**Run 1: signal wires on met1**

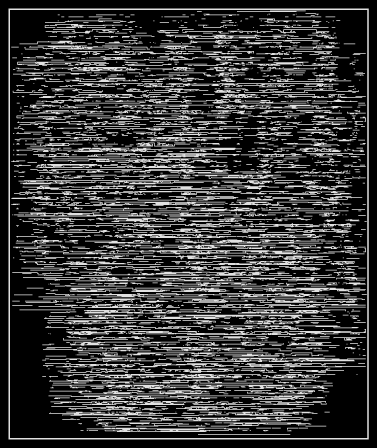
**Run 1: metal 2**

Scale bar: 50 µm.
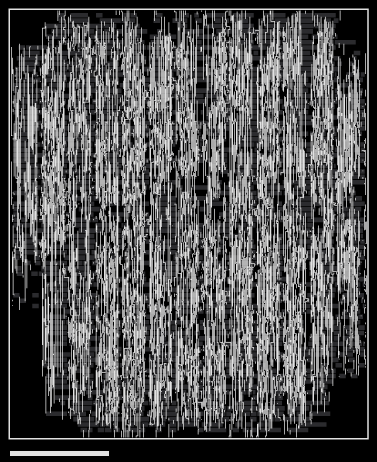
**Run 1: metal 3**

Scale bar: 50 µm.
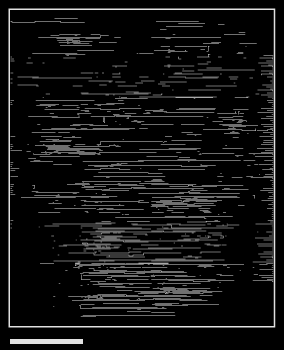
**Run 1: the metal 4 layer**

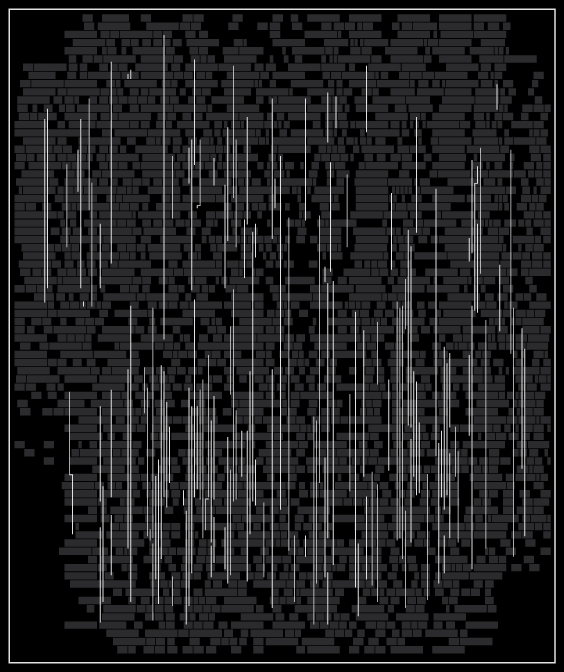
`src/rtl/tlb_assoc.sv`:
```
// Fully-associative TLB with two combinational translation ports, a lookup port keyed by wr_key,
// in-place update, invalid-first / round-robin replacement and PID/VA selective invalidation.
module tlb_assoc #(
    parameter int          ENTRIES      = 8,
    parameter int          PID_W        = 12,
    parameter int          VPN_W        = 20,
    parameter int          PAGE_W       = 12,
    parameter int          PPN_W        = 6,
    parameter logic [31:0] BYPASS_LIMIT = 32'h30000,
    localparam int         PA_W         = PPN_W + PAGE_W,
    localparam int         DATA_W       = PPN_W + 5
) (
    input  logic              clk,
    input  logic              rst,
    input  logic              clk_en,
    input  logic              kmode,
    input  logic [PID_W-1:0]  pid,
    input  logic [31:0]       addr0,
    input  logic [31:0]       addr1,
    input  logic              acc1_wr,
    input  logic              acc1_en,
    input  logic [7:0]        exc_in,
    input  logic              we,
    input  logic [31:0]       wr_key,
    input  logic [31:0]       wr_data,
    input  logic              inv_all,
    input  logic              inv_pid,
    input  logic              inv_va,
    output logic [PA_W-1:0]   addr0_out,
    output logic [PA_W-1:0]   addr1_out,
    output logic [7:0]        exc_out0,
    output logic [7:0]        exc_out1,
    output logic              rd_hit,
    output logic [DATA_W-1:0] rd_data
);
    localparam int IDX_W = $clog2(ENTRIES);
    localparam int BIT_R = PPN_W;
    localparam int BIT_W = PPN_W + 1;
    localparam int BIT_X = PPN_W + 2;
    localparam int BIT_U = PPN_W + 3;
    localparam int BIT_G = PPN_W + 4;

    logic              valid_reg [ENTRIES];
    logic [31:0]       key_reg   [ENTRIES];
    logic [DATA_W-1:0] data_reg  [ENTRIES];
    logic [IDX_W-1:0]  rr_reg;

    logic [ENTRIES-1:0] valid_vec, hit0, hit1, hit_rd, exact, kill;
    logic [PID_W-1:0]   wr_pid;
    logic [VPN_W-1:0]   wr_vpn;
    logic               inv_sel;
    logic               wr_commit;
    logic [IDX_W-1:0]   wr_idx;
    logic               use_rr;
    logic               unused_ok;

    assign wr_pid    = wr_key[31:VPN_W];
    assign wr_vpn    = wr_key[VPN_W-1:0];
    assign inv_sel   = inv_pid || inv_va;
    assign wr_commit = we && !inv_all && !inv_sel;
    assign unused_ok = ^wr_data[31:DATA_W];

    // Lowest set index; callers qualify with a separate any-bit.
    function automatic logic [IDX_W-1:0] first_set(input logic [ENTRIES-1:0] v);
        first_set = '0;
        for (int i = ENTRIES - 1; i >= 0; i--) begin
            if (v[i]) first_set = IDX_W'(i);
        end
    endfunction

    for (genvar gi = 0; gi < ENTRIES; gi++) begin : g_ent
        logic [VPN_W-1:0] e_vpn;
        logic [PID_W-1:0] e_pid;
        logic             e_g;

        assign e_vpn = key_reg[gi][VPN_W-1:0];
        assign e_pid = key_reg[gi][31:VPN_W];
        assign e_g   = data_reg[gi][BIT_G];

        assign valid_vec[gi] = valid_reg[gi];
        assign hit0[gi]   = valid_reg[gi] && (e_vpn == addr0[PAGE_W +: VPN_W]) && ((e_pid == pid) || e_g);
        assign hit1[gi]   = valid_reg[gi] && (e_vpn == addr1[PAGE_W +: VPN_W]) && ((e_pid == pid) || e_g);
        assign hit_rd[gi] = valid_reg[gi] && (e_vpn == wr_vpn) && ((e_pid == wr_pid) || e_g);
        // In-place update ignores G: only the exact {pid, vpn} key is the same mapping.
        assign exact[gi]  = valid_reg[gi] && (key_reg[gi] == wr_key);
        assign kill[gi]   = (inv_pid && !e_g && (e_pid == wr_pid))
                         || (inv_va && (e_vpn == wr_vpn) && ((e_pid == wr_pid) || e_g));

        always_ff @(posedge clk) begin
            if (rst) begin
                valid_reg[gi] <= 1'b0;
            end else if (clk_en) begin
                if (inv_all) begin
                    valid_reg[gi] <= 1'b0;
                end else if (inv_sel) begin
                    if (kill[gi]) valid_reg[gi] <= 1'b0;
                end else if (we && (wr_idx == IDX_W'(gi))) begin
                    valid_reg[gi] <= 1'b1;
                    key_reg[gi]   <= wr_key;
                    data_reg[gi]  <= wr_data[DATA_W-1:0];
                end
            end
        end
    end

    always_comb begin
        wr_idx = rr_reg;
        use_rr = 1'b0;
        if (|exact) begin
            wr_idx = first_set(exact);
        end else if (|(~valid_vec)) begin
            wr_idx = first_set(~valid_vec);
        end else begin
            use_rr = 1'b1;
        end
    end

    always_ff @(posedge clk) begin
        if (rst) begin
            rr_reg <= '0;
        end else if (clk_en && wr_commit && use_rr) begin
            rr_reg <= rr_reg + IDX_W'(1);
        end
    end

    // Translation ports
    logic [DATA_W-1:0] d0, d1;
    logic              byp0, byp1, flt0, flt1;
    logic [7:0]        miss_code, exc0, exc1;

    assign miss_code = kmode ? 8'h83 : 8'h82;
    assign d0   = data_reg[first_set(hit0)];
    assign d1   = data_reg[first_set(hit1)];
    assign byp0 = kmode && (addr0 < BYPASS_LIMIT);
    assign byp1 = kmode && (addr1 < BYPASS_LIMIT);
    assign flt0 = !d0[BIT_X] || (!kmode && !d0[BIT_U]);
    assign flt1 = (acc1_en && (acc1_wr ? !d1[BIT_W] : !d1[BIT_R])) || (!kmode && !d1[BIT_U]);

    always_comb begin
        exc0 = 8'h00;
        if (!byp0) begin
            if (!(|hit0))  exc0 = miss_code;
            else if (flt0) exc0 = 8'h84;
        end
        exc1 = 8'h00;
        if (exc_in != 8'h00) begin
            exc1 = exc_in;
        end else if (!byp1) begin
            if (!(|hit1))  exc1 = miss_code;
            else if (flt1) exc1 = 8'h84;
        end
    end

    always_comb begin
        if (byp0)               addr0_out = addr0[PA_W-1:0];
        else if (exc0 != 8'h00) addr0_out = '0;
        else                    addr0_out = {d0[PPN_W-1:0], addr0[PAGE_W-1:0]};

        if (exc1 != 8'h00)      addr1_out = PA_W'({exc1, 2'b00});
        else if (byp1)          addr1_out = addr1[PA_W-1:0];
        else                    addr1_out = {d1[PPN_W-1:0], addr1[PAGE_W-1:0]};
    end

    assign exc_out0 = exc0;
    assign exc_out1 = exc1;
    assign rd_hit   = |hit_rd;
    assign rd_data  = rd_hit ? data_reg[first_set(hit_rd)] : '0;
endmodule

```
`config.mk`:
```
export PLATFORM = sky130hd
export DESIGN_NAME = tlb_assoc
export DESIGN_NICKNAME = d
export VERILOG_FILES = /design/src/rtl/tlb_assoc.sv
export SDC_FILE = /design/constraint.sdc
export NUM_CORES = 1
export LEC_CHECK = 0
export ABC_AREA = 0
export CAP_MARGIN = 15
export CORE_ASPECT_RATIO = 1.2
export CORE_UTILIZATION = 58
export CTS_CLUSTER_DIAMETER = 100
export DETAILED_ROUTE_END_ITERATION = 7
export PLACE_DENSITY = 0.81
export SLEW_MARGIN = 30
export SYNTH_ARGS = -nofsm -noshare
export SYNTH_HDL_FRONTEND = slang
export SYNTH_SLANG_ARGS = --single-unit
```
`constraint.sdc`:
```
create_clock -name clk -period 9 [get_ports clk]
set_clock_uncertainty 0.05 [all_clocks]
set_input_delay 1.8 -clock clk [delete_from_list [all_inputs] [get_ports clk]]
set_output_delay 1.8 -clock clk [all_outputs]
set_load 0.05 [all_outputs]
```
==> design notes, run 1 <==
edfxtp_1 takes more of the synthesized area than any other cell. The tools report the cell at the root of the clock tree as clkbuf_16. Global route summary, busiest routing layer listed as met2. With the final hold violation count at 0, the total number of vias is 17290. The post-route core utilization came out at 0.7103.

The final cell area excluding filler cells was 26830 µm². For this run, the post-layout net count is 2300. The report lists the number of cells resized after CTS as 0. The stage logs contain a warning count of 47. The run gives 0.4019 for the global router's overall resource usage. The worst setup path is captured at an output pin.

The total cell area at the placement stage was 25550 µm². The filler cells instantiated in the layout total 2655. The run finished with clean final reports.

STA puts the critical path data arrival time at 6.84 ns. The maximum number of pins on one net before global-route repair was 33. Row generation in the floorplan step produced 78 rows. Dividing total power by cell area gives a power density of 144.4 nW/µm². Power comes to 3.875 mW. With the yosys stat cell total at 1855, the CTS sink count is 355. The post-synthesis register bit count came out at 355. The total overflow left after global routing is 0. The mapped netlist covers 22170 µm². With the relative slew slack at 0.3079, the worst setup slack for register-to-register paths is 4.68 ns. The last timing report of the flow puts the setup violation total at 0.

Per the OpenROAD power report, leakage power amounts to 8.992 nW. Number of flops mapped to enable cells by yosys: 352. Along the critical path, the tally of buffer and inverter instances is 4. On the critical path the largest part of the delay comes from AND-OR/OR-AND gates. For the via count of the first global-routing pass, the log shows 17510.
-- 'signal wires on met1' (at the start) --
longest straight run = 78.2 µm
wire length on this layer = 28.0 mm
share of all routed wire = 36%

-- 'metal 2' (at the start) --
longest straight run = 120 µm
share of all routed wire = 46%
main direction = vertical

-- 'metal 3' (at the start) --
share of all routed wire = 11%
main direction = horizontal
longest straight run = 85.6 µm

-- 'the metal 4 layer' (at the start) --
wire length on this layer = 5580 µm
nets with wire on the layer = 112
longest straight run = 117 µm
main direction = vertical
share of all routed wire = 7.2%

## run 1: final timing paths
kind | start | end | cells past startpoint
hold reg to reg | rr_reg[2] | rr_reg[2] | 2
hold / removal | rr_reg[2] | rr_reg[2] | 2
setup reg to reg | key_reg[1][88] | key_reg[1][5] | 11
setup / recovery | addr1[24] | addr1_out[15] | 15
## run 1: cell families after synthesis
family          Yosys count  share of synthesized area
compound gates          154                    0.05497
fa+ha+maj                 1                  0.0005643
buf+inv                 156                    0.03087
other cells               1                  0.0001691
xor+xnor                674                     0.2663
mux                      78                    0.05525
simple gates            436                     0.1124
flops                   355                     0.4795
## run 1: routing by layer
layer,wire length [µm],up-vias
met3,8376,306
met1,28040,8423
li1,-,7335
met4,5584,2
met2,35820,1223
met5,16,-
## run 1: cell usage in the layout, fill, tap and decap left out, types with 7 or more instances in the layout
cell type        synthesis  layout
buf_4                   10     207
o21bai_1                11      11
inv_1                   33      33
nor3_1                  38      35
xor2_1                 209     209
mux2i_1                 29      29
clkdlybuf4s50_1          0     146
nor4_1                  58      58
buf_12                   0       9
and3_1                  12      12
nor2_1                  54      48
a21oi_1                 16      14
xnor2_1                465     465
nand3_1                 16      16
o21ai_0                 35      35
nand2_1                 60      60
a211o_1                 11      11
nand2b_1                 8       8
nand4_1                130     130
a22o_1                   7       7
nor2b_1                  9       9
mux4_2                  34      34
o211ai_1                 9       9
edfxtp_1               352     352
clkbuf_16                0      38
mux2_2                  15      15
clkinv_1                 0      11
and2_1                   8       8
## run 1: worst reg2reg max path, stage by stage, from the launching register on
cell and delay, ns:
edfxtp_1 0.42, xor2_1 0.18, nor4_1 0.55, nand3_1 0.19, nor4_1 0.38, o21ai_0 0.14, a21boi_0 0.17, o21ai_0 0.09
a22oi_1 0.28, nand2_1 0.23, nor2_4 0.85, buf_4 0.45
## run 1: cell type report
| type | count | share of cell area |
|---|---|---|
| Clock buffer | 42 | 0.03601 |
| Clock inverter | 26 | 0.009841 |
| Inverter | 33 | 0.004618 |
| Multi-Input combinational cell | 1347 | 0.4081 |
| Sequential cell | 355 | 0.3963 |
| Tap cell | 480 | 0.02239 |
| Timing Repair Buffer | 366 | 0.1228 |
## run 1: report_power, final
part,internal [mW],switching [mW]
sequential,1.82,0.00623
clock,0.919,0.660
combinational,0.195,0.274
total,2.93,0.940
## run 1: metrics by stage
stage,cells,worst slack (ns)
after floorplan,1858,0.6001
after global placement,2577,0.5902
after detailed placement,2579,0.5035
after CTS,2647,0.4763
after global routing,2649,0.2258
final,2649,0.3086
==> run 2: changes to the inputs <==
--- a/config.mk
+++ b/config.mk
@@ -12,7 +12,9 @@
 export CTS_CLUSTER_DIAMETER = 100
 export DETAILED_ROUTE_END_ITERATION = 7
 export PLACE_DENSITY = 0.81
+export RECOVER_POWER = 25
 export SLEW_MARGIN = 30
 export SYNTH_ARGS = -nofsm -noshare
 export SYNTH_HDL_FRONTEND = slang
 export SYNTH_SLANG_ARGS = --single-unit
+export TNS_END_PERCENT = 50
**Run 2: the metal 4 layer**

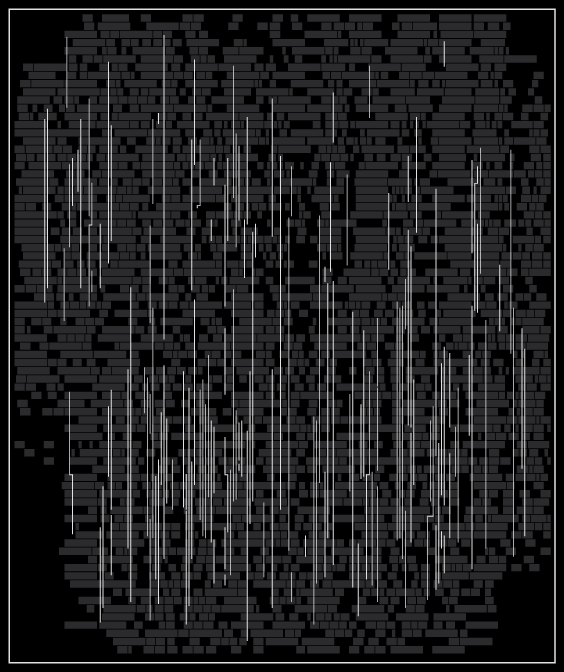
longest straight run = 117 µm
nets with wire on the layer = 116
share of all routed wire = 7.4%

**Run 2: metal 2**

Scale bar: 50 µm.
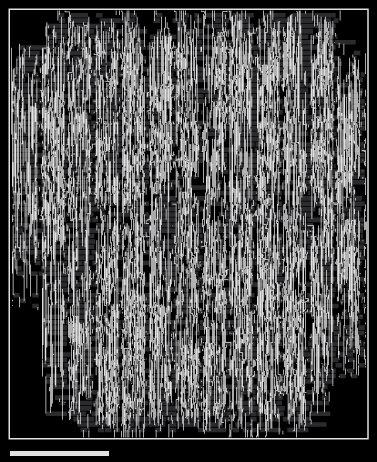
share of all routed wire = 46%
wire length on this layer = 35.7 mm
nets with wire on the layer = 1971
longest straight run = 92.0 µm
main direction = vertical

**Run 2: signal wires on met1**

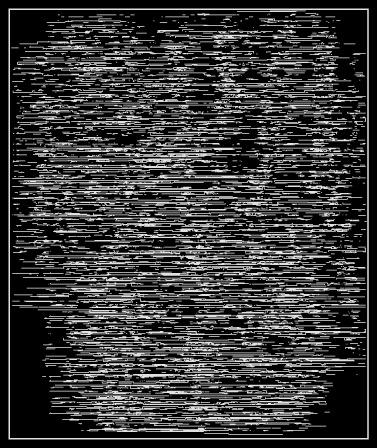
wire length on this layer = 27.4 mm
longest straight run = 78.2 µm
main direction = horizontal

==> run 2 against run 1 <==
Net effect:
- global-route usage stayed put
- non-clock buffer count unchanged
- wire length decreased by 0.19%
- sequential power about the same
- fmax increased by 0.42%
- clock-buffer cell count unchanged
- synthesized cell count did not move
==> design notes, run 2 <==
Entering global routing, the biggest net connects 33 pins. The most used logic cell in the final layout is xnor2_1. Per the hold report, the tightest min-delay path originates at rr_reg[2]. Per the detail_route report, the via count comes to 17260. The run gives 0.5035 ns as the post-place setup slack. The run finished with clean final reports. The relative slew slack is 0.1865, and the post-synthesis register bit count is 355. After filler insertion, the fill cell instance count of the layout stands at 2673. The number of gates resized after CTS was 0. CTS saw 355 sinks.

The end-of-flow timing check tallies setup violations at 0. The number of flops mapped to enable cells by yosys is 352, and the count of non-filler cells in the finished layout is 2649. Cell at the root of the clock tree: clkbuf_16. The layout stage reports a final design area of 26770 µm². The tools report the number of nets at the end of the flow as 2300.

For reference, the placement row count at floorplan is 78. After layout, the worst setup slack is 0.3447 ns. For the cell total after placement, the log shows 2579. The type of element capturing the critical path is an output pin. After detailed placement, the total cell area comes to 25550 µm².

The overflow left after global routing was 0.
## run 2: final timing paths
check | endpoint | slack [ns] | cells after the start
setup / recovery | addr1_out[15] | 0.34 | 17
hold / removal | rr_reg[2] | 0.50 | 2
setup reg to reg | key_reg[1][5] | 4.65 | 11
hold reg to reg | rr_reg[2] | 0.50 | 2
## run 2: per-layer routing
layer  vias up  part of all wire  track usage
met2      1272              0.46       0.6422
li1       7344                 -            -
met4         2             0.074       0.2627
met1      8323              0.35       0.4953
met5         -           0.00021            0
met3       315              0.11      0.08654
## run 2: area by class of cell
| class | instances | share of cell area |
|---|---|---|
| inverter | 33 | 0.004628 |
| clock inverter | 26 | 0.009863 |
| multi-input combinational | 1347 | 0.4090 |
| sequential | 355 | 0.3972 |
| timing repair buffer | 366 | 0.1208 |
| tap | 480 | 0.02244 |
| clock buffer | 42 | 0.03609 |
## run 2: worst max-delay path: cells and delay by family
kind / cells / cell delay [ns]
multiplexers: 1 / 0.13
buffers and inverters: 6 / 1.96
AND/OR/NAND/NOR: 2 / 0.88
AND-OR/OR-AND: 7 / 1.84
XOR/XNOR: 1 / 0.19
## run 2: cells by family after synthesis
| group | Yosys count | share of synthesized area |
|---|---|---|
| compound gates | 154 | 0.05497 |
| xor+xnor | 674 | 0.2663 |
| fa+ha+maj | 1 | 0.0005643 |
| buf+inv | 156 | 0.03087 |
| flops | 355 | 0.4795 |
| mux | 78 | 0.05525 |
| other cells | 1 | 0.0001691 |
| simple gates | 436 | 0.1124 |
## run 2: power by group
group / leakage, nW / internal [mW] / total [mW] / switching [mW]
clock network: 0.604 / 0.919 / 1.58 / 0.661
logic: 5.14 / 0.189 / 0.462 / 0.273
registers: 3.20 / 1.82 / 1.83 / 0.00624
total: 8.94 / 2.93 / 3.87 / 0.941
==> run 3: changes to the inputs <==
--- a/config.mk
+++ b/config.mk
@@ -13,8 +13,9 @@
 export DETAILED_ROUTE_END_ITERATION = 7
 export PLACE_DENSITY = 0.81
 export RECOVER_POWER = 25
+export SKIP_LAST_GASP = 1
 export SLEW_MARGIN = 30
 export SYNTH_ARGS = -nofsm -noshare
 export SYNTH_HDL_FRONTEND = slang
 export SYNTH_SLANG_ARGS = --single-unit
-export TNS_END_PERCENT = 50
+export TNS_END_PERCENT = 30
**Run 3: signal wires on met1**

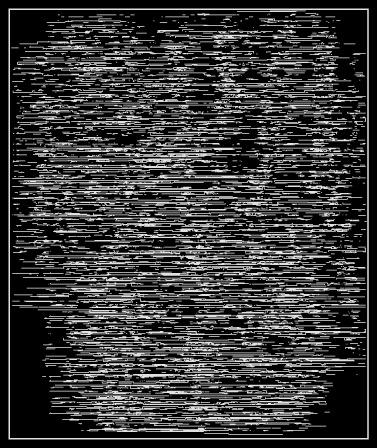
share of all routed wire = 35%
longest straight run = 78.2 µm
main direction = horizontal
nets with wire on the layer = 2086
wire length on this layer = 27.4 mm

**Run 3: metal 3**

Scale bar: 50 µm.
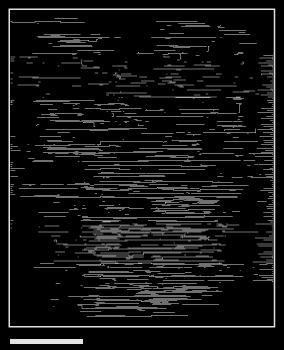
share of all routed wire = 11%
nets with wire on the layer = 473
longest straight run = 74.5 µm
main direction = horizontal
wire length on this layer = 8770 µm

**Run 3: the metal 4 layer**

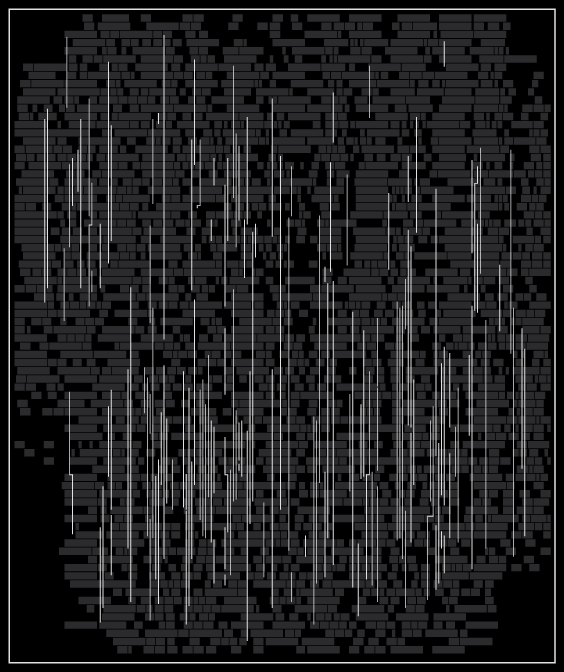
longest straight run = 117 µm
wire length on this layer = 5770 µm
main direction = vertical

==> run 3 against run 2 <==
Net effect:
- clock power barely moved
- flip-flop count unchanged
- hold slack unchanged
- highest routed layer unchanged
==> design notes, run 3 <==
Counting every sink on the clock net gives 355. The finished design was reported to have a net count of 2300. The worst register-to-register path begins at key_reg[1][88]. Per the layout report, the design carries 2673 filler cells.

Number of flops mapped to enable cells by yosys: 352. With the net switching power figure at 940.9 µW, the share of power burned in the clock network is 0.409. The logic gate share of total power came out at 0.119. The run finished with clean final reports. The number of gates resized after CTS was 0.

In this run the most critical hold path is launched from rr_reg[2]. The power share of the sequential group was 0.472; the stage-log warning count was 47. After floorplanning, the core was divided into 78 placement rows. The power density relative to cell area is 144.6 nW/µm². Relative slew slack: 0.1865. The type of element capturing the critical path is an output pin. After synthesis the cells add up to 22170 µm².

In the layout the commonest cells are xnor2_1 (465), edfxtp_1 (352), xor2_1 (209). The final hold violation count came out at 0.
run 3: worst max-delay path: cells and delay by family:
| kind | cells | cell delay (ns) |
|---|---|---|
| compound gates | 7 | 1.84 |
| xor+xnor | 1 | 0.19 |
| buf+inv | 6 | 1.96 |
| mux | 1 | 0.13 |
| simple gates | 2 | 0.88 |
run 3: layer usage:
metal	up-vias	GRT usage	wire length, µm
met4	2	0.2627	5771
li1	7344	-	-
met3	315	0.08654	8766
met1	8323	0.4953	27440
met5	-	0	16
met2	1272	0.6422	35700
run 3: final cells by class:
type | count | area [µm²] | share of cell area
multi-input cells | 1347 | 10950 | 0.4090
flip-flops and latches | 355 | 10630 | 0.3972
repair buffers | 366 | 3233 | 0.1208
clock buffers | 42 | 965.9 | 0.03609
well taps | 480 | 600.6 | 0.02244
clock inverters | 26 | 264.0 | 0.009863
inverters | 33 | 123.9 | 0.004628
run 3: metrics by stage:
stage	area [µm²]	util	instances	total power, mW
floorplan	22180	-	1858	2.095
global placement	25490	0.6750	2577	2.309
detailed placement	25550	0.6764	2579	2.314
CTS	26780	0.7090	2647	3.868
global route	26770	0.7087	2649	3.941
finish	26770	0.7087	2649	3.869
run 3: cell families after synthesis:
kind of cell             after synthesis  share of synthesized area
other                                  1                  0.0001691
XOR/XNOR                             674                     0.2663
AND-OR/OR-AND                        154                    0.05497
buffers and inverters                156                    0.03087
multiplexers                          78                    0.05525
adder cells (fa/ha/maj)                1                  0.0005643
flip-flops                           355                     0.4795
AND/OR/NAND/NOR                      436                     0.1124
run 3: path summary, 6_finish.rpt:
path | slack (ns) | depth (start not counted) | end
max | 0.34 | 17 | addr1_out[15]
min | 0.50 | 2 | rr_reg[2]
max reg2reg | 4.65 | 11 | key_reg[1][5]
min reg2reg | 0.50 | 2 | rr_reg[2]
run 3: power groups by stage:
stage	clock network [mW]	logic [mW]	registers, mW
2_1_floorplan	0	0.236	1.86
3_3_place_gp	0	0.448	1.86
3_5_place_dp	0	0.453	1.86
4_1_cts	1.59	0.456	1.83
5_1_grt	1.64	0.477	1.83
6_report	1.58	0.462	1.83
Power figures rest on the tool's default switching activity, not on a simulated workload.
